run_1/met3.png
Scale: 4 px per micron.
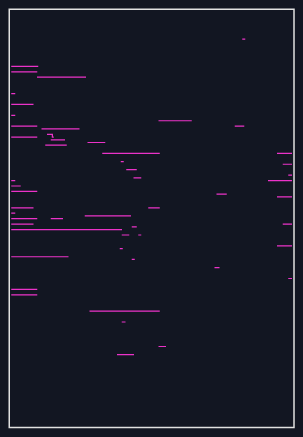
run_1/wire_density.png
Scale: 4 px per micron. 14 x 21 tiles, from black (low) to pale yellow (high), scaled to the fullest tile. Values are wire area over tile area, all layers added.
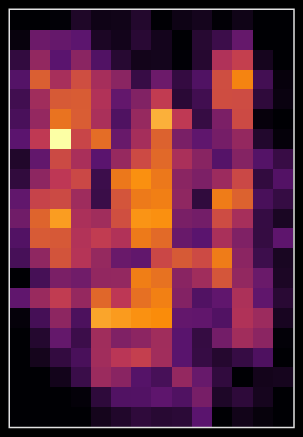
run_1/drive_strength.png
Scale: 4 px per micron.
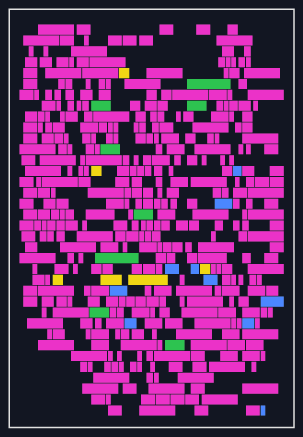
$ cat config.mk
export PLATFORM = sky130hd
export DESIGN_NAME = stepper_phase_decoder_flat
export DESIGN_NICKNAME = d
export VERILOG_FILES = /design/src/rtl/stepper_phase_if.sv /design/src/rtl/stepper_phase_decoder.sv /design/src/flat_wrapper.sv
export SDC_FILE = /design/constraint.sdc
export NUM_CORES = 1
export LEC_CHECK = 0
export CAP_MARGIN = 5
export CORE_ASPECT_RATIO = 1.5
export CORE_MARGIN = 2
export CORE_UTILIZATION = 50
export DETAILED_ROUTE_END_ITERATION = 8
export PLACE_DENSITY = 0.74
export SYNTH_ARGS = -nofsm -noshare
export SYNTH_HDL_FRONTEND = slang
export SYNTH_SLANG_ARGS = --single-unit
export TNS_END_PERCENT = 100
$ cat constraint.sdc
create_clock -name clk_25 -period 4.5 [get_ports clk_25]
set_input_delay 0.9 -clock clk_25 [delete_from_list [all_inputs] [get_ports clk_25]]
set_output_delay 0.9 -clock clk_25 [all_outputs]
set_load 0.005 [all_outputs]
$ cat src/rtl/stepper_phase_if.sv
// -----------------------------------------------------------------------------
// stepper_phase_if
//   Bundles the coil phase input, the clear strobe and the decoded monitor
//   outputs of stepper_phase_decoder.
//
//   Signals
//     phase_in   [3:0]    coil phase bus (one-hot P0..P3, 0000 = off)
//     clr                 synchronous clear of position, step_count and fault
//     position   [POS_W]  signed step position (two's complement, wraps)
//     step_count [CNT_W]  total accepted steps (saturating)
//     step_pulse          one-cycle strobe per accepted step
//     dir_out             1 = forward (P0->P1->P2->P3), 0 = reverse
//     state_out  [1:0]    00 OFF, 01 HOLD, 10 RUN
//     fault               sticky fault flag
//     fault_code [1:0]    00 none, 01 skip, 10 multi-hot (first fault only)
//
//   Modports
//     master : stimulus side, drives phase_in/clr and observes the outputs
//     slave  : the decoder
// -----------------------------------------------------------------------------
interface stepper_phase_if #(
    parameter int POS_W = 16,
    parameter int CNT_W = 16
);
    logic [3:0]              phase_in;
    logic                    clr;
    logic signed [POS_W-1:0] position;
    logic [CNT_W-1:0]        step_count;
    logic                    step_pulse;
    logic                    dir_out;
    logic [1:0]              state_out;
    logic                    fault;
    logic [1:0]              fault_code;

    modport master (
        output phase_in, clr,
        input  position, step_count, step_pulse, dir_out,
               state_out, fault, fault_code
    );

    modport slave (
        input  phase_in, clr,
        output position, step_count, step_pulse, dir_out,
               state_out, fault, fault_code
    );
endinterface

$ cat src/rtl/stepper_phase_decoder.sv
// -----------------------------------------------------------------------------
// stepper_phase_decoder
//   Receive-side monitor for a stepper motor coil phase bus. Synchronizes the
//   4-bit one-hot phase bus, recovers step events, direction, signed position
//   and motion state (OFF/HOLD/RUN), and flags illegal phase sequences (a
//   two-position skip or a multi-hot phase word).
//
//   Ports
//     clk_25  in   block clock, rising edge
//     rst     in   asynchronous, active-high reset
//     bus     slave modport of stepper_phase_if:
//               phase_in (asynchronous to clk_25), clr in;
//               position, step_count, step_pulse, dir_out, state_out,
//               fault, fault_code out (all registered)
//
//   Latency: a phase change captured by the first synchronizer flop at edge k
//   appears on the outputs after edge k+2. Each phase must be held for at
//   least 3 clk_25 cycles to be decoded.
// -----------------------------------------------------------------------------
module stepper_phase_decoder #(
    parameter int POS_W   = 16,
    parameter int CNT_W   = 16,
    parameter int IDLE_TO = 8
) (
    input  logic            clk_25,
    input  logic            rst,
    stepper_phase_if.slave  bus
);

    localparam int IDLE_W = $clog2(IDLE_TO + 1);

    typedef enum logic [1:0] {
        ST_OFF  = 2'b00,
        ST_HOLD = 2'b01,
        ST_RUN  = 2'b10
    } state_t;

    typedef enum logic [1:0] {
        FC_NONE  = 2'b00,
        FC_SKIP  = 2'b01,
        FC_MULTI = 2'b10
    } fault_code_t;

    // ---------------------------------------------------------------------
    // Input synchronizer
    // ---------------------------------------------------------------------
    logic [3:0] s1;
    logic [3:0] s2;

    // NOTE: sequential state uses non-blocking assignments so every flop
    // samples the pre-edge value of its neighbours, which is what makes the
    // s1 -> s2 chain a two-stage pipeline rather than a single wire.
    always_ff @(posedge clk_25 or posedge rst) begin
        if (rst) begin
            s1 <= 4'b0000;
            s2 <= 4'b0000;
        end else begin
            s1 <= bus.phase_in;
            s2 <= s1;
        end
    end

    // ---------------------------------------------------------------------
    // Phase decode
    // ---------------------------------------------------------------------
    logic       is_off;
    logic       is_onehot;
    logic [1:0] idx;

    assign is_off    = (s2 == 4'b0000);
    assign is_onehot = $onehot(s2);

    always_comb begin
        unique case (s2)
            4'b0010: idx = 2'd1;
            4'b0100: idx = 2'd2;
            4'b1000: idx = 2'd3;
            default: idx = 2'd0;
        endcase
    end

    // ---------------------------------------------------------------------
    // Tracking state
    // ---------------------------------------------------------------------
    state_t             state,      state_nxt;
    logic               prev_valid, prev_valid_nxt;
    logic [1:0]         prev_idx,   prev_idx_nxt;
    logic [IDLE_W-1:0]  idle_cnt,   idle_nxt;

    logic               step_fwd;
    logic               step_rev;
    logic               new_fault;
    fault_code_t        new_code;
    logic [1:0]         delta;

    // Modular distance from the previous phase: 1 = forward, 3 = reverse,
    // 2 = skip, 0 = unchanged.
    assign delta = idx - prev_idx;

    always_ff @(posedge clk_25 or posedge rst) begin
        if (rst) begin
            state      <= ST_OFF;
            prev_valid <= 1'b0;
            prev_idx   <= 2'd0;
            idle_cnt   <= '0;
        end else begin
            state      <= state_nxt;
            prev_valid <= prev_valid_nxt;
            prev_idx   <= prev_idx_nxt;
            idle_cnt   <= idle_nxt;
        end
    end

    // NOTE: every output of this block gets a default before any branch so
    // that no path leaves a variable unassigned and infers a latch.
    always_comb begin
        state_nxt      = state;
        prev_valid_nxt = prev_valid;
        prev_idx_nxt   = prev_idx;
        idle_nxt       = idle_cnt;
        step_fwd       = 1'b0;
        step_rev       = 1'b0;
        new_fault      = 1'b0;
        new_code       = FC_NONE;

        if (is_off) begin
            prev_valid_nxt = 1'b0;
            state_nxt      = ST_OFF;
            idle_nxt       = '0;
        end else if (!is_onehot) begin
            // Multi-hot: record the fault, leave tracking untouched.
            new_fault = 1'b1;
            new_code  = FC_MULTI;
        end else if (!prev_valid) begin
            // First energized phase only establishes the reference.
            prev_valid_nxt = 1'b1;
            prev_idx_nxt   = idx;
            state_nxt      = ST_HOLD;
            idle_nxt       = '0;
        end else begin
            unique case (delta)
                2'd0: begin
                    if (idle_cnt != IDLE_W'(IDLE_TO)) begin
                        idle_nxt = idle_cnt + IDLE_W'(1);
                    end
                    if (state == ST_RUN && idle_nxt == IDLE_W'(IDLE_TO)) begin
                        state_nxt = ST_HOLD;
                    end
                end
                2'd1, 2'd3: begin
                    step_fwd     = (delta == 2'd1);
                    step_rev     = (delta == 2'd3);
                    prev_idx_nxt = idx;
                    idle_nxt     = '0;
                    state_nxt    = ST_RUN;
                end
                default: begin
                    // Jump of two positions: direction is ambiguous, so
                    // resynchronize on the new phase without counting.
                    prev_idx_nxt = idx;
                    new_fault    = 1'b1;
                    new_code     = FC_SKIP;
                end
            endcase
        end
    end

    // ---------------------------------------------------------------------
    // Registered outputs
    // ---------------------------------------------------------------------
    logic [POS_W-1:0] position_q;
    logic [CNT_W-1:0] step_count_q;
    logic             step_pulse_q;
    logic             dir_q;
    logic             fault_q;
    fault_code_t      fault_code_q;

    always_ff @(posedge clk_25 or posedge rst) begin
        if (rst) begin
            position_q   <= '0;
            step_count_q <= '0;
            step_pulse_q <= 1'b0;
            dir_q        <= 1'b0;
        end else begin
            // The pulse and direction follow the decode even when clr drops
            // the step from the counters.
            step_pulse_q <= step_fwd | step_rev;
            if (step_fwd) begin
                dir_q <= 1'b1;
            end else if (step_rev) begin
                dir_q <= 1'b0;
            end

            if (bus.clr) begin
                position_q   <= '0;
                step_count_q <= '0;
            end else if (step_fwd || step_rev) begin
                position_q <= step_fwd ? position_q + POS_W'(1)
                                       : position_q - POS_W'(1);
                if (step_count_q != '1) begin
                    step_count_q <= step_count_q + CNT_W'(1);
                end
            end
        end
    end

    // First fault wins until clr; a fault arriving together with clr is kept
    // (set-dominant) with its own code.
    always_ff @(posedge clk_25 or posedge rst) begin
        if (rst) begin
            fault_q      <= 1'b0;
            fault_code_q <= FC_NONE;
        end else if (new_fault && (!fault_q || bus.clr)) begin
            fault_q      <= 1'b1;
            fault_code_q <= new_code;
        end else if (bus.clr) begin
            fault_q      <= 1'b0;
            fault_code_q <= FC_NONE;
        end
    end

    assign bus.position   = position_q;
    assign bus.step_count = step_count_q;
    assign bus.step_pulse = step_pulse_q;
    assign bus.dir_out    = dir_q;
    assign bus.state_out  = state;
    assign bus.fault      = fault_q;
    assign bus.fault_code = fault_code_q;

endmodule

$ cat src/flat_wrapper.sv
// flat-port wrapper written by rule: the top's interface ports become plain ports
module stepper_phase_decoder_flat 
#(
    parameter int POS_W   = 16,
    parameter int CNT_W   = 16,
    parameter int IDLE_TO = 8
)
  (clk_25, rst, bus_phase_in, bus_clr, bus_position, bus_step_count, bus_step_pulse, bus_dir_out, bus_state_out, bus_fault, bus_fault_code);
  stepper_phase_if #(.POS_W(POS_W), .CNT_W(CNT_W)) bus_i ();
  input  logic clk_25;
  input  logic rst;
  input wire logic [$bits(bus_i.phase_in)-1:0] bus_phase_in;
  input wire logic [$bits(bus_i.clr)-1:0] bus_clr;
  output wire logic [$bits(bus_i.position)-1:0] bus_position;
  output wire logic [$bits(bus_i.step_count)-1:0] bus_step_count;
  output wire logic [$bits(bus_i.step_pulse)-1:0] bus_step_pulse;
  output wire logic [$bits(bus_i.dir_out)-1:0] bus_dir_out;
  output wire logic [$bits(bus_i.state_out)-1:0] bus_state_out;
  output wire logic [$bits(bus_i.fault)-1:0] bus_fault;
  output wire logic [$bits(bus_i.fault_code)-1:0] bus_fault_code;
  assign bus_i.phase_in = bus_phase_in;
  assign bus_i.clr = bus_clr;
  assign bus_position = bus_i.position;
  assign bus_step_count = bus_i.step_count;
  assign bus_step_pulse = bus_i.step_pulse;
  assign bus_dir_out = bus_i.dir_out;
  assign bus_state_out = bus_i.state_out;
  assign bus_fault = bus_i.fault;
  assign bus_fault_code = bus_i.fault_code;
  stepper_phase_decoder #(.POS_W(POS_W), .CNT_W(CNT_W), .IDLE_TO(IDLE_TO)) u_core (.clk_25(clk_25), .rst(rst), .bus(bus_i));
endmodule
==> flow_metrics.env, run 1 <==
# implementation run metrics
export IMPL_gp_routability_congestion=0.914
export IMPL_drt_wirelength_per_cell_microns=15.6
export IMPL_worst_slack_ns=0.348
export IMPL_dpl_hpwl_microns=5440
export IMPL_cp_end_kind="flop"
export IMPL_die_h_microns=104
export IMPL_ir_drop_mv=0.243
export IMPL_clock_sinks=54
export IMPL_setup_viol=0
export IMPL_finClkSkew_ns=0.00778
export IMPL_antenna_cells=0
export IMPL_syn_to_final_growth_pct=20.0
export IMPL_maxCapViolCount=0
export IMPL_clock_latency_ns=0.32
export IMPL_rsz0062_at_grt="false"
export IMPL_pin_count=46
export IMPL_drt_iter0_drc=140
export IMPL_path_clk_slew_ns=0.09
export IMPL_power_density_nw_per_um2=463
export IMPL_start_kind="flop"
export IMPL_p_leak_nw=1.74
export IMPL_max_freq_mhz=241
export IMPL_core_sq_um=6490
export IMPL_cts_resized=0
export IMPL_final_common_cell="dfrtp_1"
export IMPL_rrSetupSlack_ns=0.35
export IMPL_r2r_cells=15
export IMPL_yosysUniqueCellTypes=54
export IMPL_synth_seq_cells=54
export IMPL_slew_headroom_pct=32.4
export IMPL_drtAntennaViolNets=0
export IMPL_cts_buffers=5
export IMPL_cp_required_ns=4.74
export IMPL_cts_hold_buf=0
export IMPL_antenna_found_initial=0
export IMPL_outcome="finished, final reports clean"
export IMPL_numPortBuffers=45
Notes on met3.png above:
nets with wire on the layer: 42
longest straight run: 27.4 microns
total wire length: 7550 microns
routed vias: 2831

Notes on wire_density.png above:
densest ninth of the die: center
mean over tiles: 0.16
tiles over half the peak: 22%

Notes on drive_strength.png above:
legend:
  yellow:
    size: drive 3 to 4
    cells: 6
    share: 1.5%
    most_used: buf_4
  blue:
    size: drive 2
    cells: 10
    share: 2.5%
  green:
    size: drive 6 and up
    cells: 8
    share: 2.0%
    most_used: clkbuf_8
  magenta:
    size: drive 1 or less
    cells: 383
    share: 94%
    most_used: dfrtp_1

## run 1: state kept, by name (all words and copies together) (netlist names)
register and count:
u_core.s2 4, u_core.idle_cnt 4, u_core.prev_idx 2, u_core.bus.position 16
u_core.bus.dir_out 1, u_core.bus.step_count 16, u_core.prev_valid 1, u_core.bus.step_pulse 1
u_core.s1 4, u_core.bus.fault 1, u_core.bus.fault_code 2, u_core.bus.state_out 2
## run 1: cell usage after synthesis, types with 4 or more instances
cell type	number	area (sq um)
dfrtp_1	54	1350
nand2_1	46	173
nor2_1	30	113
ha_1	28	350
a21oi_1	23	115
xnor2_1	19	166
inv_1	17	63.8
o21ai_0	15	75.1
nand3_1	13	65.1
nor3_1	12	60.1
clkbuf_1	9	33.8
nand3b_1	7	52.6
nand4_1	7	43.8
xor2_1	7	61.3
nor4_1	6	37.5
a211oi_1	5	37.5
o31ai_1	5	37.5
and4_1	4	35.0
## run 1: area by class of cell
class                      count  area, sq um  share of cell area, %
multi-input combinational    279         1880                   46.9
sequential                    54         1350                   33.7
timing repair buffer          49          480                   12.0
tap                           76         95.1                   2.37
clock buffer                   6         82.6                   2.06
inverter                      17         63.8                   1.59
clock inverter                 2         60.1                   1.50
## run 1: per-stage QoR
stage	total power, mW	hold WS, ns	util, %	instances
global route	1.98	0.376	61.9	483
detailed placement	1.45	0.336	59.7	475
floorplan	1.21	0.331	-	362
finish	1.86	0.356	61.9	483
global placement	1.43	0.337	59.7	475
CTS	1.86	0.360	61.9	483
## run 1: worst max path at each step
| stage | slack, ns | startpoint | endpoint |
|---|---|---|---|
| detailed placement | 0.41 | u_core.s2[2] | u_core.bus.position[15] |
| finish | 0.35 | u_core.s2[2] | u_core.bus.position[15] |
| floorplan | 0.62 | u_core.s2[2] | u_core.bus.position[15] |
| global placement | 0.52 | u_core.s2[2] | u_core.bus.position[15] |
| CTS | 0.37 | u_core.s2[2] | u_core.bus.position[15] |
| global route | 0.11 | u_core.s2[3] | u_core.bus.position[15] |
## run 1: critical path: stages (launching register included)
cell	delay [ns]
dfrtp_1	0.39
inv_1	0.07
ha_1	0.28
ha_1	0.13
inv_1	0.05
fa_1	0.49
and3_1	0.21
nand3_2	0.09
or2_2	0.49
ha_1	0.45
o211ai_2	0.11
o21a_4	0.23
a2111oi_4	0.33
nor4_1	0.11
or4_1	0.48
a21oi_1	0.17
## run 1: per-layer routing
layer | vias up | track usage, % | share of wire, %
met5 | - | 0 | 0
met4 | 0 | 8.36 | 2.5
met3 | 19 | 3.59 | 3.2
met2 | 61 | 39.3 | 54
met1 | 1378 | 22.6 | 41
li1 | 1373 | - | -
## run 1: power breakdown
group	switching [mW]	internal (mW)
Sequential	0.0686	0.553
Clock	0.170	0.237
Combinational	0.462	0.368
Total	0.700	1.16
## run 1: logic make-up (layout without fill, tap and decap cells)
group           after synthesis  in the layout  share of synthesized area (%)
simple gates                142            142                           20.8
compound gates               79             79                           16.2
flops                        54             54                           40.4
fa+ha+maj                    30             30                           11.7
buf+inv                      29             74                           3.37
xor+xnor                     27             27                           7.29
mux                           1              1                          0.299
run_1/final_clocks.png
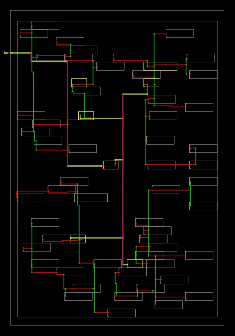

--- run 2 (diff from run 1) ---
CORE_MARGIN = unset   (was 2)
run_2/final_clocks.png
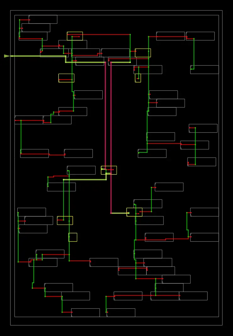
P_clk: 288 uW
cts bufs inserted: 5
clock skew: 0.00522 ns

==> flow_metrics.env, run 2 <==
# implementation run metrics
export IMPL_xor_share_pct=7.29
export IMPL_top_layer_used="met4"
export IMPL_final_common_cell="dfrtp_1"
export IMPL_fa_ha_area_share_pct=11.7
export IMPL_routed_wl_met2_microns=4150
export IMPL_top_cell_area_share_pct=40.4
export IMPL_ir_drop_mv=0.273
export IMPL_clock_latency_ns=0.32
export IMPL_yosysUniqueCellTypes=54
export IMPL_p_comb_share_pct=47.4
export IMPL_slew_headroom_pct=33.7
export IMPL_drt_wirelength_per_cell_microns=15.3
export IMPL_max_freq_mhz=238
export IMPL_outcome="finished, final reports clean"
export IMPL_switching_share_pct=39.5
export IMPL_core_sq_um=6490
export IMPL_power_density_nw_per_um2=435
export IMPL_setup_viol=0
export IMPL_drtAntennaViolNets=0
export IMPL_die_h_microns=102
export IMPL_netlist_top_cell_by_area="dfrtp_1"
export IMPL_drt_met1_wl_microns=2990
export IMPL_crit_top_cell="ha_1"
export IMPL_syn_to_final_growth_pct=18.6
export IMPL_total_power_mw=1.73
export IMPL_switchingPower_uw=682
export IMPL_fin_cells=483
export IMPL_clock_sinks=54
export IMPL_power_share_clock_pct=16.7
export IMPL_maxCapViolCount=0
export IMPL_topCellsByArea="dfrtp_1 40%, ha_1 10%, nand2_1 5.2%, xnor2_1 5.0%, a21oi_1 3.4%"
export IMPL_path_clk_slew_ns=0.09
export IMPL_cp_end_kind="flop"
export IMPL_r2r_cells=15
export IMPL_ys_sh_simple_pct=20.8
export IMPL_ys_sh_aoi_pct=16.2
export IMPL_synth_most_common_cell="dfrtp_1"
export IMPL_antenna_found_initial=0
export IMPL_wl_met3_microns=187
export IMPL_p_seq_share_pct=35.9
export IMPL_antenna_cells=0
export IMPL_top_cells_by_count="54 x dfrtp_1, 46 x nand2_1, 30 x nor2_1"
export IMPL_p_leak_nw=1.72
export IMPL_start_kind="flop"
export IMPL_mux_share_pct=0.299
export IMPL_rrSetupSlack_ns=0.30
export IMPL_wl_microns=7410
export IMPL_cp_required_ns=4.73
run_2/wire_density.png
Scale: 4 px per micron. 14 x 20 tiles, from black (low) to pale yellow (high), scaled to the fullest tile. Values are wire area over tile area, all layers added.
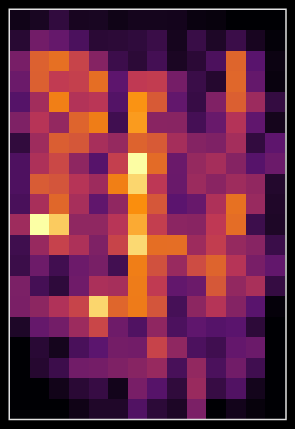
tiles over half the peak: 21%
fullest tile: 0.50
nearly empty tiles: 6.8%
mean over tiles: 0.16

-- run 2: kinds of logic (layout without fill, tap and decap cells) --
family | Yosys count | count (layout)
AND-OR/OR-AND | 79 | 79
flip-flops | 54 | 54
buffers and inverters | 29 | 74
XOR/XNOR | 27 | 27
AND/OR/NAND/NOR | 142 | 142
adder cells (fa/ha/maj) | 30 | 30
multiplexers | 1 | 1
-- run 2: how the worst max path moves through the flow --
stage / start / cells after the start / to
2_1_floorplan: u_core.s2[2] / 15 / u_core.bus.position[15]
3_3_place_gp: u_core.s2[2] / 15 / u_core.bus.position[15]
3_5_place_dp: u_core.s2[2] / 15 / u_core.bus.position[15]
4_1_cts: u_core.s2[2] / 15 / u_core.bus.position[15]
5_1_grt: u_core.s2[2] / 15 / u_core.bus.position[15]
6_report: u_core.s2[2] / 15 / u_core.bus.position[15]
-- run 2: power by group through the flow --
stage	clock network (mW)	registers [mW]	logic [mW]
after floorplan	0	0.618	0.592
after global placement	0	0.627	0.805
after detailed placement	0	0.632	0.815
after CTS	0.296	0.622	0.823
after global routing	0.315	0.635	0.916
final	0.288	0.620	0.818
-- run 2: layout make-up --
type                       instances  area, sq um
clock inverter                     2         12.5
clock buffer                       6         82.6
tap                               76         95.1
timing repair buffer              49          480
inverter                          17         63.8
sequential                        54         1350
multi-input combinational        279         1880
fill                             580         2520
-- run 2: layer usage --
layer  GRT usage [%]  vias up
met5               0        -
met4            6.91        0
met3            4.02        5
met2            45.0       40
met1            26.1     1350
li1                -     1368
-- run 2: per-stage QoR --
step / utilization [%] / hold WS [ns] / setup slack [ns] / instance area (sq um)
floorplan: - / 0.331 / 0.618 / 3350
global placement: 59.7 / 0.337 / 0.505 / 3870
detailed placement: 59.7 / 0.336 / 0.348 / 3870
CTS: 61.2 / 0.359 / 0.306 / 3970
global route: 61.2 / 0.371 / 0.0449 / 3970
finish: 61.2 / 0.359 / 0.299 / 3970
-- run 2: worst reg2reg max path, cell delays in order, from the launching register on --
cell,delay (ns)
dfrtp_1,0.39
inv_1,0.08
ha_1,0.29
ha_1,0.15
inv_1,0.06
fa_1,0.49
and3_1,0.21
nand3_2,0.09
or2_2,0.48
ha_1,0.46
o211ai_2,0.11
o21a_4,0.23
a2111oi_4,0.32
nor4_1,0.10
or4_1,0.49
a21oi_1,0.17
--- run 3 (diff from run 2) ---
CTS_BUF_LIST = sky130_fd_sc_hd__clkbuf_2 sky130_fd_sc_hd__clkbuf_4 sky130_fd_sc_hd__clkbuf_8   (was unset)
run_3/drive_strength.png
Scale: 4 px per micron.
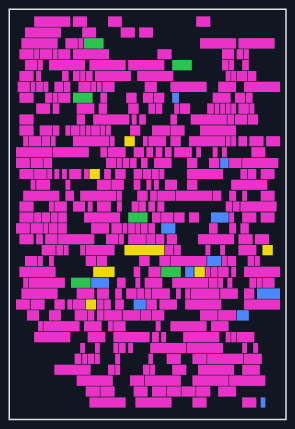
Syn-to-layout area delta: 18.6%
fin area: 3970 sq um
Buffers, non-clock: 49

==> flow_metrics.env, run 3 <==
# implementation run metrics
export IMPL_maxCapViolCount=0
export IMPL_power_density_nw_per_um2=435
export IMPL_routed_wl_met2_microns=4150
export IMPL_start_kind="flop"
export IMPL_max_freq_mhz=238
export IMPL_ir_drop_mv=0.273
export IMPL_cts_resized=0
export IMPL_cts_buffers=5
export IMPL_cp_required_ns=4.73
export IMPL_final_common_cell="dfrtp_1"
export IMPL_pin_count=46
export IMPL_top_layer_used="met4"
export IMPL_dpl_hpwl_microns=5410
export IMPL_cts_hold_buf=0
export IMPL_r2r_cells=15
export IMPL_slew_headroom_pct=33.7
export IMPL_synth_most_common_cell="dfrtp_1"
export IMPL_clock_latency_ns=0.32
export IMPL_rsz0062_at_grt="false"
export IMPL_topCellsByArea="dfrtp_1 40%, ha_1 10%, nand2_1 5.2%, xnor2_1 5.0%, a21oi_1 3.4%"
export IMPL_outcome="finished, final reports clean"
export IMPL_clock_sinks=54
export IMPL_numPortBuffers=45
export IMPL_antenna_cells=0
export IMPL_top_cells_by_count="54 x dfrtp_1, 46 x nand2_1, 30 x nor2_1"
export IMPL_vias=2763
export IMPL_p_leak_nw=1.72
export IMPL_drt_wirelength_per_cell_microns=15.3
export IMPL_wl_microns=7410
export IMPL_gp_routability_congestion=0.909
export IMPL_top_cell_area_share_pct=40.4
export IMPL_setup_viol=0
export IMPL_synth_seq_cells=54
export IMPL_core_sq_um=6490
export IMPL_wl_met3_microns=187
export IMPL_yosysSeqAreaShare_pct=40.4
export IMPL_finClkSkew_ns=0.00522
run_3/registers.png
Scale: 4 px per micron.
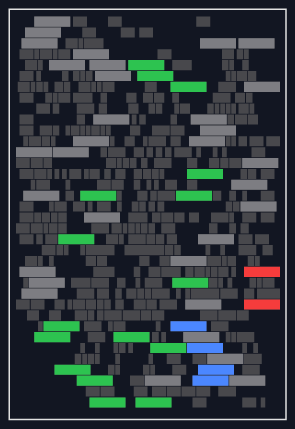
legend:
  red:
    signal: u_core.prev_idx
    sequential_cells: 2
  blue:
    signal: u_core.s1
    sequential_cells: 4
    where: lower right
  green:
    signal: u_core.bus.position
    sequential_cells: 16
not colored: 32

-- run 3: layout make-up --
class / count / area, sq um
Clock buffer: 6 / 82.6
Clock inverter: 2 / 12.5
Tap cell: 76 / 95.1
Fill cell: 580 / 2520
Multi-Input combinational cell: 279 / 1880
Timing Repair Buffer: 49 / 480
Inverter: 17 / 63.8
Sequential cell: 54 / 1350
-- run 3: critical path, stage by stage, from the launching register on --
cell and delay (ns):
dfrtp_1 0.39, inv_1 0.08, ha_1 0.29, ha_1 0.15
inv_1 0.05, fa_1 0.49, and3_1 0.21, nand3_2 0.09
or2_2 0.48, ha_1 0.45, o211ai_2 0.11, o21a_4 0.23
a2111oi_4 0.32, nor4_1 0.10, or4_1 0.49, a21oi_1 0.17
-- run 3: through the flow --
| stage | setup WS (ns) | hold slack, ns | power [mW] | cells | util [%] |
|---|---|---|---|---|---|
| finish | 0.299 | 0.359 | 1.73 | 483 | 61.2 |
| global route | 0.0449 | 0.371 | 1.87 | 483 | 61.2 |
| CTS | 0.306 | 0.359 | 1.74 | 483 | 61.2 |
| detailed placement | 0.348 | 0.336 | 1.45 | 475 | 59.7 |
| global placement | 0.505 | 0.337 | 1.43 | 475 | 59.7 |
| floorplan | 0.618 | 0.331 | 1.21 | 362 | - |
-- run 3: cell families (layout without fill, tap and decap cells) --
family	Yosys count	after routing	share of synthesized area [%]
buffers and inverters	29	74	3.37
xor gates and xnor gates	27	27	7.29
AOI/OAI and AO/OA	79	79	16.2
and+or+nand+nor	142	142	20.8
adders and majority gates	30	30	11.7
DFF	54	54	40.4
muxes	1	1	0.299
-- run 3: layer usage --
| metal | global-route usage (%) | vias up |
|---|---|---|
| li1 | - | 1368 |
| met1 | 26.1 | 1350 |
| met2 | 45.0 | 40 |
| met3 | 4.02 | 5 |
| met4 | 6.91 | 0 |
| met5 | 0 | - |
-- run 3: final timing paths --
kind / from / endpoint / slack, ns
hold reg to reg: u_core.s1[0] / u_core.s2[0] / 0.36
setup reg to reg: u_core.s2[2] / u_core.bus.position[15] / 0.30
min in group asynchronous: rst / u_core.s2[0] / 1.13
hold / removal: u_core.s1[0] / u_core.s2[0] / 0.36
max in group asynchronous: rst / u_core.prev_idx[0] / 2.70
setup / recovery: u_core.s2[2] / u_core.bus.position[15] / 0.30
-- run 3: power by group --
part           leakage, nW  switching (mW)  internal, mW
Sequential           0.715          0.0669         0.553
Clock               0.0472           0.164         0.124
Combinational        0.953           0.451         0.367
Total                 1.72           0.682          1.04
Power and IR drop assume default switching activity.
